run_1/clocks.png
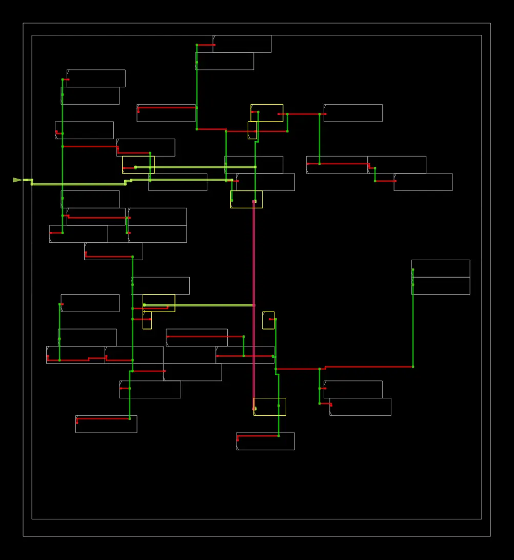
run_1/io_placement.png
The bar under the picture is 20 um long. Pins as bars across the die edge, other pins in gray.
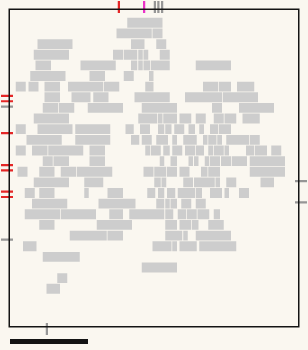
run_1/metal_density.png
The die is cut into 15 by 16 equal tiles; white is low, dark blue is high, scaled to the fullest tile. Values are wire area over tile area, all layers added.
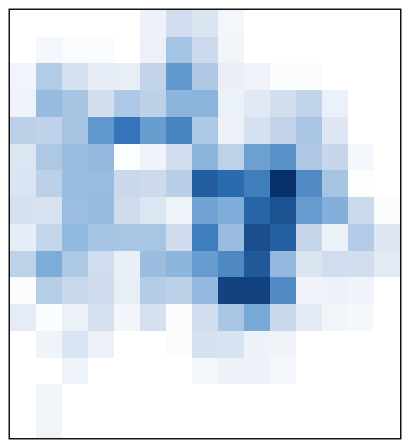
run_1/logic_types.png
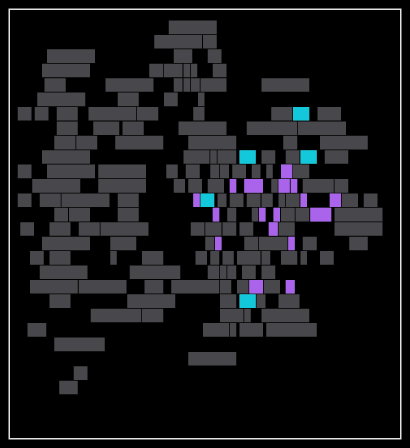
**src/rtl/uart_rx_os.sv**
```systemverilog
// UART receiver driven by a 16x oversampling tick source.
// Recovers LSB-first frames with 3-sample majority voting per bit and
// holds each byte for the host with valid/read handshake, framing-error
// and sticky overrun flags. Everything runs on sys_clk; baud_clk is only
// edge-detected into a one-cycle tick.
module uart_rx_os #(
  parameter int DATA_BITS  = 8,
  parameter int OVERSAMPLE = 16
) (
  input  logic                 sys_clk,
  input  logic                 sys_rst_l,
  input  logic                 baud_clk,
  input  logic                 rx_in,
  input  logic                 rx_rd,
  output logic [DATA_BITS-1:0] rx_data,
  output logic                 rx_valid,
  output logic                 rx_frame_err,
  output logic                 rx_overrun,
  output logic                 rx_busy
);

  localparam int TC_W = $clog2(OVERSAMPLE);
  localparam int BI_W = $clog2(DATA_BITS);

  // Sample points straddle the bit centre; the period ends on the last tick.
  localparam logic [TC_W-1:0] TC_S0  = TC_W'(OVERSAMPLE/2 - 1);
  localparam logic [TC_W-1:0] TC_S1  = TC_W'(OVERSAMPLE/2);
  localparam logic [TC_W-1:0] TC_S2  = TC_W'(OVERSAMPLE/2 + 1);
  localparam logic [TC_W-1:0] TC_END = TC_W'(OVERSAMPLE - 1);
  localparam logic [BI_W-1:0] BI_LAST = BI_W'(DATA_BITS - 1);

  typedef enum logic [2:0] {
    IDLE,
    START,
    DATA,
    STOP,
    WAIT_HIGH
  } state_t;

  state_t                state;
  logic                  baud_q;
  logic                  rx_meta;
  logic                  rx_s;
  logic                  rx_s_q;
  logic                  tick;
  logic                  fall;
  logic                  maj;
  logic [TC_W-1:0]       tc;
  logic [BI_W-1:0]       bit_idx;
  logic [1:0]            smp;
  logic [DATA_BITS-1:0]  shreg;

  function automatic logic majority3(input logic a, input logic b, input logic c);
    return (a & b) | (a & c) | (b & c);
  endfunction

  // Front end: baud_clk edge register, 2-flop synchroniser, rx edge register.
  always_ff @(posedge sys_clk or negedge sys_rst_l) begin
    if (!sys_rst_l) begin
      baud_q  <= 1'b0;
      rx_meta <= 1'b1;
      rx_s    <= 1'b1;
      rx_s_q  <= 1'b1;
    end else begin
      baud_q  <= baud_clk;
      rx_meta <= rx_in;
      rx_s    <= rx_meta;
      rx_s_q  <= rx_s;
    end
  end

  assign tick    = baud_clk & ~baud_q;
  assign fall    = rx_s_q & ~rx_s;
  // Third sample is the live synchronised line on the TC_S2 tick.
  assign maj     = majority3(smp[0], smp[1], rx_s);
  assign rx_busy = (state != IDLE);

  // Receive FSM with the host-side holding registers.
  always_ff @(posedge sys_clk or negedge sys_rst_l) begin
    if (!sys_rst_l) begin
      state        <= IDLE;
      tc           <= '0;
      bit_idx      <= '0;
      smp          <= 2'b00;
      shreg        <= '0;
      rx_data      <= '0;
      rx_valid     <= 1'b0;
      rx_frame_err <= 1'b0;
      rx_overrun   <= 1'b0;
    end else begin
      // A read consumes the held byte; a completion later in this block
      // overrides these clears so completion wins a same-cycle collision.
      if (rx_rd && rx_valid) begin
        rx_valid     <= 1'b0;
        rx_frame_err <= 1'b0;
        rx_overrun   <= 1'b0;
      end

      case (state)
        IDLE: begin
          if (fall) begin
            tc      <= '0;
            bit_idx <= '0;
            state   <= START;
          end
        end

        START, DATA, STOP: begin
          if (tick) begin
            tc <= (tc == TC_END) ? '0 : tc + 1'b1;
            if (tc == TC_S0) smp[0] <= rx_s;
            if (tc == TC_S1) smp[1] <= rx_s;

            if (tc == TC_S2) begin
              if (state == START) begin
                // Line back high at mid-bit: treat as a glitch, not a frame.
                if (maj) state <= IDLE;
              end else if (state == DATA) begin
                shreg <= {maj, shreg[DATA_BITS-1:1]};
              end else begin
                // Stop bit decided: hand the byte over without waiting
                // for the rest of the period.
                rx_data      <= shreg;
                rx_frame_err <= ~maj;
                rx_valid     <= 1'b1;
                if (rx_valid && !rx_rd) rx_overrun <= 1'b1;
                state        <= maj ? IDLE : WAIT_HIGH;
              end
            end

            if (tc == TC_END) begin
              if (state == START) begin
                state   <= DATA;
                bit_idx <= '0;
              end else if (state == DATA) begin
                if (bit_idx == BI_LAST) state <= STOP;
                else                    bit_idx <= bit_idx + 1'b1;
              end
            end
          end
        end

        WAIT_HIGH: begin
          // A held-low line (break) must not look like a new start bit.
          if (rx_s) state <= IDLE;
        end

        default: state <= IDLE;
      endcase
    end
  end

endmodule

```
**config.mk**
```make
export PLATFORM = sky130hd
export DESIGN_NAME = uart_rx_os
export DESIGN_NICKNAME = d
export VERILOG_FILES = /design/src/rtl/uart_rx_os.sv
export SDC_FILE = /design/constraint.sdc
export NUM_CORES = 1
export LEC_CHECK = 0
export ABC_CLOCK_PERIOD_IN_PS = 2000
export CORE_ASPECT_RATIO = 1.1
export CORE_UTILIZATION = 29
export DETAILED_ROUTE_END_ITERATION = 12
export SYNTH_ARGS = -nofsm -noshare
export SYNTH_HDL_FRONTEND = slang
export SYNTH_SLANG_ARGS = --single-unit
```
**constraint.sdc**
```tcl
create_clock -name sys_clk -period 2 [get_ports sys_clk]
set_clock_uncertainty 0.1 [all_clocks]
set_input_delay 0.5 -clock sys_clk [delete_from_list [all_inputs] [get_ports sys_clk]]
set_output_delay 0.5 -clock sys_clk [all_outputs]
set_load 0.05 [all_outputs]
```
==> out/metrics.yaml, run 1 <==
status:
  status: "complete, no violations"
global_route:
  via_count_of_the_first_global_routing_pass: 1223
  groute.layer.met1.usage_pct: 16.3
  busiest_layer: "met2"
  all_layer_global_routing_usage_pct: 12.5
  grt_first_pass_wirelength_mm: 5.57
  grt_max_degree: 36
  gr-usage-met2_pct: 18.8
  grt-ovfl-total: 0
  gr-usage-met3_pct: 3.97
sta:
  timing_hold_violations_final: 0
  count_of_endpoints_failing_setup_in_the_final_report: 0
  fin_setup_tns_ns: 0
  ratio_of_final_minimum_period_to_clock_period_pct: 95.4
  rsz0062_at_grt: "no"
  worst_slew_margin_rel_pct: 71.1
  finalWorstSetupSlack_ns: 0.0920
  transition_at_the_pin_with_the_smallest_max_transition_slack_ns: 0.427
  post-route-min-period_ns: 1.91
floorplanning:
  chip_area_um2: 5950
  dieHeight_um: 80.8
  chipWidth_um: 73.6
  io-pin-count: 17
  rows: 28
  core_um2: 5400
worst_setup_path:
  critical_path_peak_fanout: 9
  crit_path_top_delay_cell: "sky130_fd_sc_hd__clkdlybuf4s50_1"
  buffers_inverters_on_critical_path: 1
  crit_path_end_kind: "flop"
  path_class: "in2reg"
  worst-endpoint-arrival_ns: 1.97
  timing.critical_path.required_ns: 2.06
  max_stage_delay_ns: 0.49
  critical-path-top-delay-family: "simple AND/OR/NAND/NOR gates"
route:
  routed.top_layer: "met4"
  drtAntennaViolNets: 0
  met2WireLength_mm: 1.52
  drt_iter0_drc: 79
  viasPerCell: 4.73
  drtPass1Iterations: 5
  wl_per_cell_um: 12.7
  m1WireLength_mm: 1.46
flow_run:
  stage_log_warnings: 28
  maxCapViolCount: 0
synth:
  edf_count: 0
  mappedNetlistArea_um2: 1640
  ys_sh_mux_pct: 15.9
  largest_cells_by_area: "sky130_fd_sc_hd__dfrtp_1 (49%), sky130_fd_sc_hd__mux2_2 (14%), sky130_fd_sc_hd__dfstp_2 (4.8%)"
  synth_largest_type_area_fraction_pct: 48.9
  yosys_cells: 137
  synth_sequential_area_ratio_pct: 53.7
  simple_gate_area_share_pct: 12.2
  synth.lib_cells_used.distinct: 37
  count_of_state_elements_after_synthesis: 35
  ys_area_um2: 1640
finish:
  layout_top_cell_excl_fill_tap: "sky130_fd_sc_hd__dfrtp_1"
  nNetsFinal: 182
  layout-drive-gt1-share_pct: 38.7
  top_cells_excl_fill_tap: "sky130_fd_sc_hd__dfrtp_1 (30), sky130_fd_sc_hd__buf_4 (28), sky130_fd_sc_hd__mux2_2 (20)"
  instances_no_fill: 248
  finish.instance_area_um2: 2060
  finish.utilization_pct: 38.2
clocking:
  cts.repair_timing.setup_buffer_count: 0
  clk_root_buffer_cell: "sky130_fd_sc_hd__clkbuf_8"
  worstSkewPairLatency_ns: 0.28
  holdBufCountCts: 0
  cts_buffers: 5
  clock_tree.buffer_depth: 2
placement:
  dp.cells: 238
  port_buffers: 16
  dpl_worst_slack_ns: -0.279
  gp_routability_congestion: 0.894
  half_perimeter_wire_length_of_the_detailed_placement_result_mm: 2.29
power_and_ir_drop:
  power-per-cell-area_nw_per_um2: 938
  p_leak_nw: 0.973
  irDropWorstVdd_mv: 0.402
  fin_total_pwr_w: 0.00193
min_path:
  hp-class: "reg2reg"
About clocks.png:
clock buffers: 7
clk sink count: 35
clk pwr: 0.000486 W
sequential cell count of the final layout: 35

About io_placement.png:
legend:
  rx_rd:
    color: magenta
    pins: 1
    direction: input
    edge: top
  rx_data:
    color: red
    pins: 8
    direction: output
    edge: 7 left, 1 top
all pins by edge: 9 left, 5 top, 2 right, 1 bottom

About metal_density.png:
tiles over half the peak: 10%
nearly empty tiles: 34%
fullest tile: 0.43
emptiest ninth of the die: lower right
densest ninth of the die: center
mean over tiles: 0.083
vias after detailed routing: 1174
post-detailed-routing wire length: 3.16 mm

About logic_types.png:
legend:
  nor cells:
    color: purple
    cells: 17
    most_used: nor2_1
  non-inverting ao/oa cells:
    color: cyan
    cells: 5
    most_used: a22o_1

-- run 1: flip-flops by register name, summed over array words and instances (netlist names), named ones only --
signal and cells:
rx_data 8, shreg 8, tc 4, bit_idx 3, state 3, smp 2, baud_q 1, rx_frame_err 1
rx_meta 1, rx_s 1, rx_s_q 1, rx_valid 1
-- run 1: synth_stat cells, types with 4 or more instances --
cell type,instances
sky130_fd_sc_hd__dfrtp_1,32
sky130_fd_sc_hd__mux2_2,20
sky130_fd_sc_hd__nor2_1,9
sky130_fd_sc_hd__inv_1,7
sky130_fd_sc_hd__ha_1,5
sky130_fd_sc_hd__nand2_1,5
sky130_fd_sc_hd__o21ai_0,5
sky130_fd_sc_hd__a21oi_1,4
sky130_fd_sc_hd__a22o_1,4
-- run 1: path summary, 6_finish.rpt --
path	from	endpoint	slack, ns	cells past startpoint
worst max-delay path	baud_clk	rx_data[6]$_DFFE_PN0P_	0.09	5
worst min-delay path	rx_meta$_DFF_PN1_	rx_s$_DFF_PN1_	0.26	0
worst max register to register	tc[1]$_DFFE_PN0P_	rx_data[6]$_DFFE_PN0P_	0.14	6
worst min register to register	rx_meta$_DFF_PN1_	rx_s$_DFF_PN1_	0.26	0
max in group asynchronous	sys_rst_l	state[1]$_DFFE_PN0P_	0.94	2
min in group asynchronous	sys_rst_l	tc[2]$_DFFE_PN0P_	0.52	2
-- run 1: final cells by class --
class / count / area, um^2
clock inverter: 1 / 5.00
timing repair buffer: 32 / 250
sequential: 35 / 882
multi-input combinational: 91 / 728
tap: 75 / 93.8
fill: 561 / 3330
inverter: 7 / 26.3
clock buffer: 7 / 76.3
-- run 1: report_power, final --
group          internal [W]  total (W)  switching, W
registers          0.000784   0.000879     0.0000954
clock network      0.000244   0.000486      0.000242
logic              0.000260   0.000570      0.000310
==> run 2, diff against run 1 <==
--- a/config.mk
+++ b/config.mk
@@ -8,6 +8,7 @@
 export ABC_CLOCK_PERIOD_IN_PS = 2000
 export CORE_ASPECT_RATIO = 1.1
 export CORE_UTILIZATION = 29
+export CTS_BUF_LIST = sky130_fd_sc_hd__clkbuf_8
 export DETAILED_ROUTE_END_ITERATION = 12
 export SYNTH_ARGS = -nofsm -noshare
 export SYNTH_HDL_FRONTEND = slang
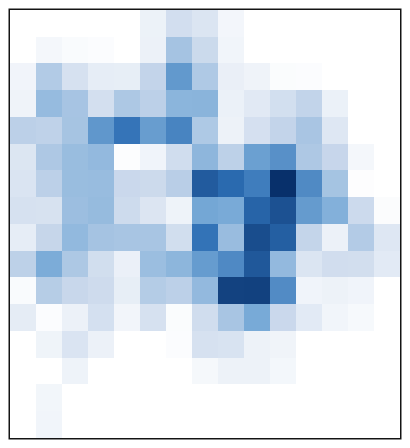
run_2/metal_density.png
The die is cut into 15 by 16 equal tiles; white is low, dark blue is high, scaled to the fullest tile. Values are wire area over tile area, all layers added.
fullest tile: 0.43
nearly empty tiles: 34%
densest ninth of the die: center
emptiest ninth of the die: lower right
mean over tiles: 0.083
post-detailed-routing wire length: 3.16 mm
vias after detailed routing: 1177
all-layer global routing usage: 12.5%
mean routed wirelength per cell: 12.8 um

==> run 2 against run 1 <==
Die size unchanged. Hold slack about the same. Synthesized cell count unchanged. Sequential share of layout area unchanged. Cell count unchanged. First-iteration DRC count decreased by 1.3%. Combinational power about the same. Critical path depth unchanged. Non-clock buffer count unchanged. Maximum frequency about the same. Highest routed layer unchanged.
==> out/metrics.yaml, run 2 <==
finish:
  instances_no_fill: 248
  leading_registers_by_flop_count: "rx_data (8), shreg (8), tc (4)"
  nNetsFinal: 182
  layout_top_cell_excl_fill_tap: "sky130_fd_sc_hd__dfrtp_1"
  finish.utilization_pct: 38.2
  layout-drive-gt1-share_pct: 38.7
  top_cells_excl_fill_tap: "sky130_fd_sc_hd__dfrtp_1 (30), sky130_fd_sc_hd__buf_4 (28), sky130_fd_sc_hd__mux2_2 (20)"
  ant_cells: 0
  finish.instance_area_um2: 2060
clocking:
  worstSkewPairLatency_ns: 0.28
  cts.repair_timing.setup_buffer_count: 0
  clock_tree.buffer_depth: 2
  clk_root_buffer_cell: "sky130_fd_sc_hd__clkbuf_8"
  cts.sinks: 35
  holdBufCountCts: 0
  cts_buffers: 5
route:
  drtAntennaViolNets: 0
  drtPass1Iterations: 5
  drt_iter0_drc: 78
  viasPerCell: 4.75
floorplanning:
  rows: 28
  fp_util_pct: 30.3
  chip_area_um2: 5950
  core_um2: 5400
  chipWidth_um: 73.6
  io-pin-count: 17
  dieHeight_um: 80.8
worst_setup_path:
  max_stage_delay_ns: 0.49
  crit_path_end_kind: "flop"
  crit_path_top_delay_cell: "sky130_fd_sc_hd__clkdlybuf4s50_1"
  worst-endpoint-arrival_ns: 1.97
  path_class: "in2reg"
  critical-path-top-delay-family: "simple AND/OR/NAND/NOR gates"
  buffers_inverters_on_critical_path: 1
  critical_path_peak_fanout: 9
  timing.critical_path.required_ns: 2.06
synth:
  yosys-top-cells-count: "sky130_fd_sc_hd__dfrtp_1 (32), sky130_fd_sc_hd__mux2_2 (20), sky130_fd_sc_hd__nor2_1 (9)"
  synth_largest_type_area_fraction_pct: 48.9
  post-synth-top-count-cell: "sky130_fd_sc_hd__dfrtp_1"
  count_of_state_elements_after_synthesis: 35
  mappedNetlistArea_um2: 1640
  synth_sequential_area_ratio_pct: 53.7
  yosys_cells: 137
  ys_area_um2: 1640
  edf_count: 0
  dominantRegCellSynth: "sky130_fd_sc_hd__dfrtp_1"
  largest_cells_by_area: "sky130_fd_sc_hd__dfrtp_1 (49%), sky130_fd_sc_hd__mux2_2 (14%), sky130_fd_sc_hd__dfstp_2 (4.8%)"
  synth.lib_cells_used.distinct: 37
global_route:
  grt_max_degree: 36
  via_count_of_the_first_global_routing_pass: 1223
  grt-ovfl-total: 0
  grt_first_pass_wirelength_mm: 5.57
power_and_ir_drop:
  irDropWorstVdd_mv: 0.402
  power-per-cell-area_nw_per_um2: 934
  p_leak_nw: 0.981
  fin_total_pwr_w: 0.00193
placement:
  dpl_worst_slack_ns: -0.279
  half_perimeter_wire_length_of_the_detailed_placement_result_mm: 2.29
  gp_routability_congestion: 0.894
  port_buffers: 16
  dp.cells: 238
sta:
  ratio_of_final_minimum_period_to_clock_period_pct: 95.4
  rsz0062_at_grt: "no"
  timing_hold_violations_final: 0
  post-route-min-period_ns: 1.91
  fin_setup_tns_ns: 0
  finalWorstSetupSlack_ns: 0.0922
  count_of_endpoints_failing_setup_in_the_final_report: 0
  worst_slew_margin_rel_pct: 71.1
  transition_at_the_pin_with_the_smallest_max_transition_slack_ns: 0.427
min_path:
  hp-class: "reg2reg"
flow_run:
  stage_log_warnings: 28
  maxCapViolCount: 0
status:
  status: "complete, no violations"
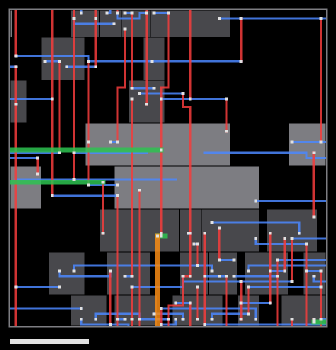
run_2/detail.png
The bar under the picture is 5 um long. Region (27, 47) to (47, 67) um. Cells in gray, sequential cells in the stronger gray; small squares are vias.
legend:
  metal 1:
    color: blue
  metal 3:
    color: green
  metal 4:
    color: orange
  metal 2:
    color: red
cells with their middle in the window: 24
netlist names of flops here include: state (1)
sequential cells in the window: 2
most frequent: o21ai_0 (4), inv_1 (3), buf_4 (3)

## run 2: report_power, final
group / internal [W] / switching (W) / leakage, nW
Clock: 0.000234 / 0.000242 / 0.0505
Combinational: 0.000260 / 0.000310 / 0.465
Sequential: 0.000784 / 0.0000954 / 0.465
Total: 0.00128 / 0.000648 / 0.981
## run 2: path summary, 6_finish.rpt
path	start	end	slack [ns]	depth (start not counted)
worst min-delay path	rx_meta$_DFF_PN1_	rx_s$_DFF_PN1_	0.26	0
max in group asynchronous	sys_rst_l	state[1]$_DFFE_PN0P_	0.94	2
min in group asynchronous	sys_rst_l	tc[2]$_DFFE_PN0P_	0.52	2
worst max register to register	tc[1]$_DFFE_PN0P_	rx_data[6]$_DFFE_PN0P_	0.14	6
worst min register to register	rx_meta$_DFF_PN1_	rx_s$_DFF_PN1_	0.26	0
worst max-delay path	baud_clk	rx_data[6]$_DFFE_PN0P_	0.09	5
## run 2: area by class of cell
| cell class | instances | area, um^2 |
|---|---|---|
| Multi-Input combinational cell | 91 | 728 |
| Sequential cell | 35 | 882 |
| Inverter | 7 | 26.3 |
| Clock inverter | 3 | 12.5 |
| Fill cell | 561 | 3330 |
| Timing Repair Buffer | 32 | 250 |
| Tap cell | 75 | 93.8 |
| Clock buffer | 5 | 68.8 |
## run 2: cells by family (layout without fill, tap and decap cells)
kind of cell             after synthesis  after routing  share of synthesized area (%)
adder cells (fa/ha/maj)                6              6                           4.43
multiplexers                          23             23                           15.9
buffers and inverters                 11             47                           2.68
AND/OR/NAND/NOR                       36             36                           12.2
AND-OR/OR-AND                         26             26                           11.1
flip-flops                            35             35                           53.7
## run 2: metal layers
metal	up-vias	global-route usage [%]	share of wire, %
li1	565	-	-
met1	586	16.3	46
met2	21	18.8	48
met3	5	3.97	4.1
met4	0	5.96	1.5
met5	-	0	0
==> run 3, diff against run 2 <==
--- a/config.mk
+++ b/config.mk
@@ -5,11 +5,12 @@
 export SDC_FILE = /design/constraint.sdc
 export NUM_CORES = 1
 export LEC_CHECK = 0
-export ABC_CLOCK_PERIOD_IN_PS = 2000
+export ABC_CLOCK_PERIOD_IN_PS = 1600
 export CORE_ASPECT_RATIO = 1.1
 export CORE_UTILIZATION = 29
 export CTS_BUF_LIST = sky130_fd_sc_hd__clkbuf_8
 export DETAILED_ROUTE_END_ITERATION = 12
+export GPL_ROUTABILITY_DRIVEN = 0
 export SYNTH_ARGS = -nofsm -noshare
 export SYNTH_HDL_FRONTEND = slang
 export SYNTH_SLANG_ARGS = --single-unit
==> constraint.sdc (replaced) <==
create_clock -name sys_clk -period 1.6 [get_ports sys_clk]
set_clock_uncertainty 0.1 [all_clocks]
set_input_delay 0.4 -clock sys_clk [delete_from_list [all_inputs] [get_ports sys_clk]]
set_output_delay 0.4 -clock sys_clk [all_outputs]
set_load 0.05 [all_outputs]
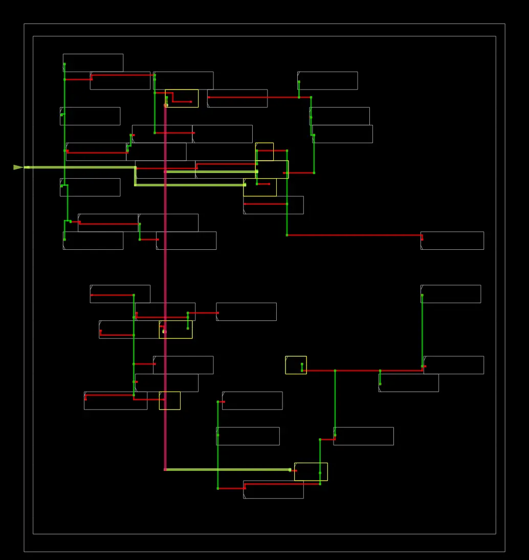
run_3/clocks.png
clock buffers: 5
clock latency on the worst-skew pair: 0.29 ns
number of clock buffers inserted by TritonCTS: 5
clk pwr: 0.000668 W

==> run 3 against run 2 <==
The run now ends with negative setup slack left. Area after synthesis is the same. Die size did not move. Utilization grew 16 points.
==> out/metrics.yaml, run 3 <==
status:
  violated_checks: "negative setup slack"
  status: "complete, but fails checks"
placement:
  dpl_worst_slack_ns: -0.560
sta:
  worst_slew_margin_rel_pct: 78.0
  transition_at_the_pin_with_the_smallest_max_transition_slack_ns: 0.329
  finalWorstSetupSlack_ns: -0.230
  fin_setup_tns_ns: -3.94
  timing_hold_violations_final: 0
  post-route-min-period_ns: 1.83
  count_of_endpoints_failing_setup_in_the_final_report: 29
route:
  m1WireLength_mm: 1.94
  vias: 1355
  drt_iter0_drc: 50
  drtAntennaViolNets: 0
  met2WireLength_mm: 2.24
worst_setup_path:
  rr_endpoint: "bit_idx[0]$_DFFE_PN0P_"
  path_class: "reg2reg"
  timing.critical_path.required_ns: 1.69
  critical-path-top-delay-family: "AND-OR/OR-AND gates"
  worst-endpoint-arrival_ns: 1.92
  r2r_cells: 5
finish:
  layout-drive-gt1-share_pct: 63.9
  finish.utilization_pct: 54.0
  ant_cells: 0
  nNetsFinal: 217
  layout_top_cell_excl_fill_tap: "sky130_fd_sc_hd__dfrtp_1"
  top_cells_excl_fill_tap: "sky130_fd_sc_hd__dfrtp_1 (31), sky130_fd_sc_hd__buf_4 (29), sky130_fd_sc_hd__buf_6 (18)"
synth:
  count_of_state_elements_after_synthesis: 35
  mappedNetlistArea_um2: 1640
  post-synth-top-count-cell: "sky130_fd_sc_hd__dfrtp_1"
  ys_sh_mux_pct: 15.9
  largest_cells_by_area: "sky130_fd_sc_hd__dfrtp_1 (49%), sky130_fd_sc_hd__mux2_2 (14%), sky130_fd_sc_hd__dfstp_2 (4.8%)"
  topCombFamilyByArea: "multiplexers"
  simple_gate_area_share_pct: 12.2
  yosys-top-cells-count: "sky130_fd_sc_hd__dfrtp_1 (32), sky130_fd_sc_hd__mux2_2 (20), sky130_fd_sc_hd__nor2_1 (9)"
power_and_ir_drop:
  power.combinational.fraction_pct: 48.7
  fin_total_pwr_w: 0.00341
  irDropWorstVdd_mv: 0.480
  p_sw_w: 0.00127
  pwr-share-seq_pct: 31.7
min_path:
  hp-class: "reg2reg"
global_route:
  all_layer_global_routing_usage_pct: 15.8
  via_count_of_the_first_global_routing_pass: 1380
floorplanning:
  fp_util_pct: 30.3
  chip_area_um2: 5950
  core_um2: 5400
clocking:
  cts.sinks: 35
  clk_root_buffer_cell: "sky130_fd_sc_hd__clkbuf_8"
  clock_tree.buffer_depth: 2
  holdBufCountCts: 0
flow_run:
  maxCapViolCount: 0
  stage_log_warnings: 31
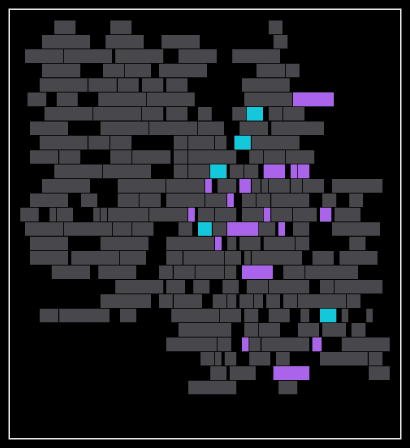
run_3/logic_types.png
legend:
  nor cells:
    color: purple
    cells: 17
    most_used: nor2_1
  non-inverting ao/oa cells:
    color: cyan
    cells: 5
    most_used: a22o_1
final instance count without filler cells: 283
share of cell area taken by multi-input logic gates: 36.1%

==> run 3: cell counts after synthesis <==
No cell type changed its count.
==> run 3: worst max path at each step <==
stage	slack (ns)	from	to	cells past startpoint
final	-0.23	bit_idx[0]$_DFFE_PN0P_	bit_idx[0]$_DFFE_PN0P_	5
after floorplan	-0.1	state[0]$_DFFE_PN0P_	tc[0]$_DFFE_PN0P_	5
after CTS	-0.20	tc[1]$_DFFE_PN0P_	shreg[3]$_DFFE_PN0P_	7
after detailed placement	-0.56	baud_clk	tc[3]$_DFFE_PN0P_	5
after global placement	-0.54	baud_clk	smp[0]$_DFFE_PN0P_	6
after global routing	-0.27	tc[1]$_DFFE_PN0P_	bit_idx[0]$_DFFE_PN0P_	7
==> run 3: power groups by stage <==
stage	Clock, W	Sequential, W	Combinational, W
floorplan	0	0.00107	0.000534
global placement	0	0.00107	0.000940
detailed placement	0	0.00108	0.000982
CTS	0.000695	0.00106	0.00128
global route	0.000736	0.00109	0.00176
finish	0.000668	0.00108	0.00166
==> run 3: cell type report <==
type | instances | area (um^2) | share of cell area, %
multi-input cells | 92 | 1050 | 36.1
repair buffers | 66 | 759 | 26.1
inverters | 7 | 35.0 | 1.20
flip-flops and latches | 35 | 881 | 30.2
clock buffers | 5 | 68.8 | 2.36
well taps | 75 | 93.8 | 3.22
clock inverters | 3 | 25.0 | 0.859
==> run 3: cell families (layout without fill, tap and decap cells) <==
logic type,Yosys count,after routing
muxes,23,23
DFF,35,35
buffers and inverters,11,81
AOI/OAI and AO/OA,26,26
and+or+nand+nor,36,37
adders and majority gates,6,6
==> run 3: repair_timing <==
item / in CTS / in global routing
resized: 47 / 42
endpoints found under the setup margin: 31 / 31
buffers inserted: 10 / 11
pin swaps: 16 / 21
cloned: 1 / 0
Power and IR drop assume default switching activity.
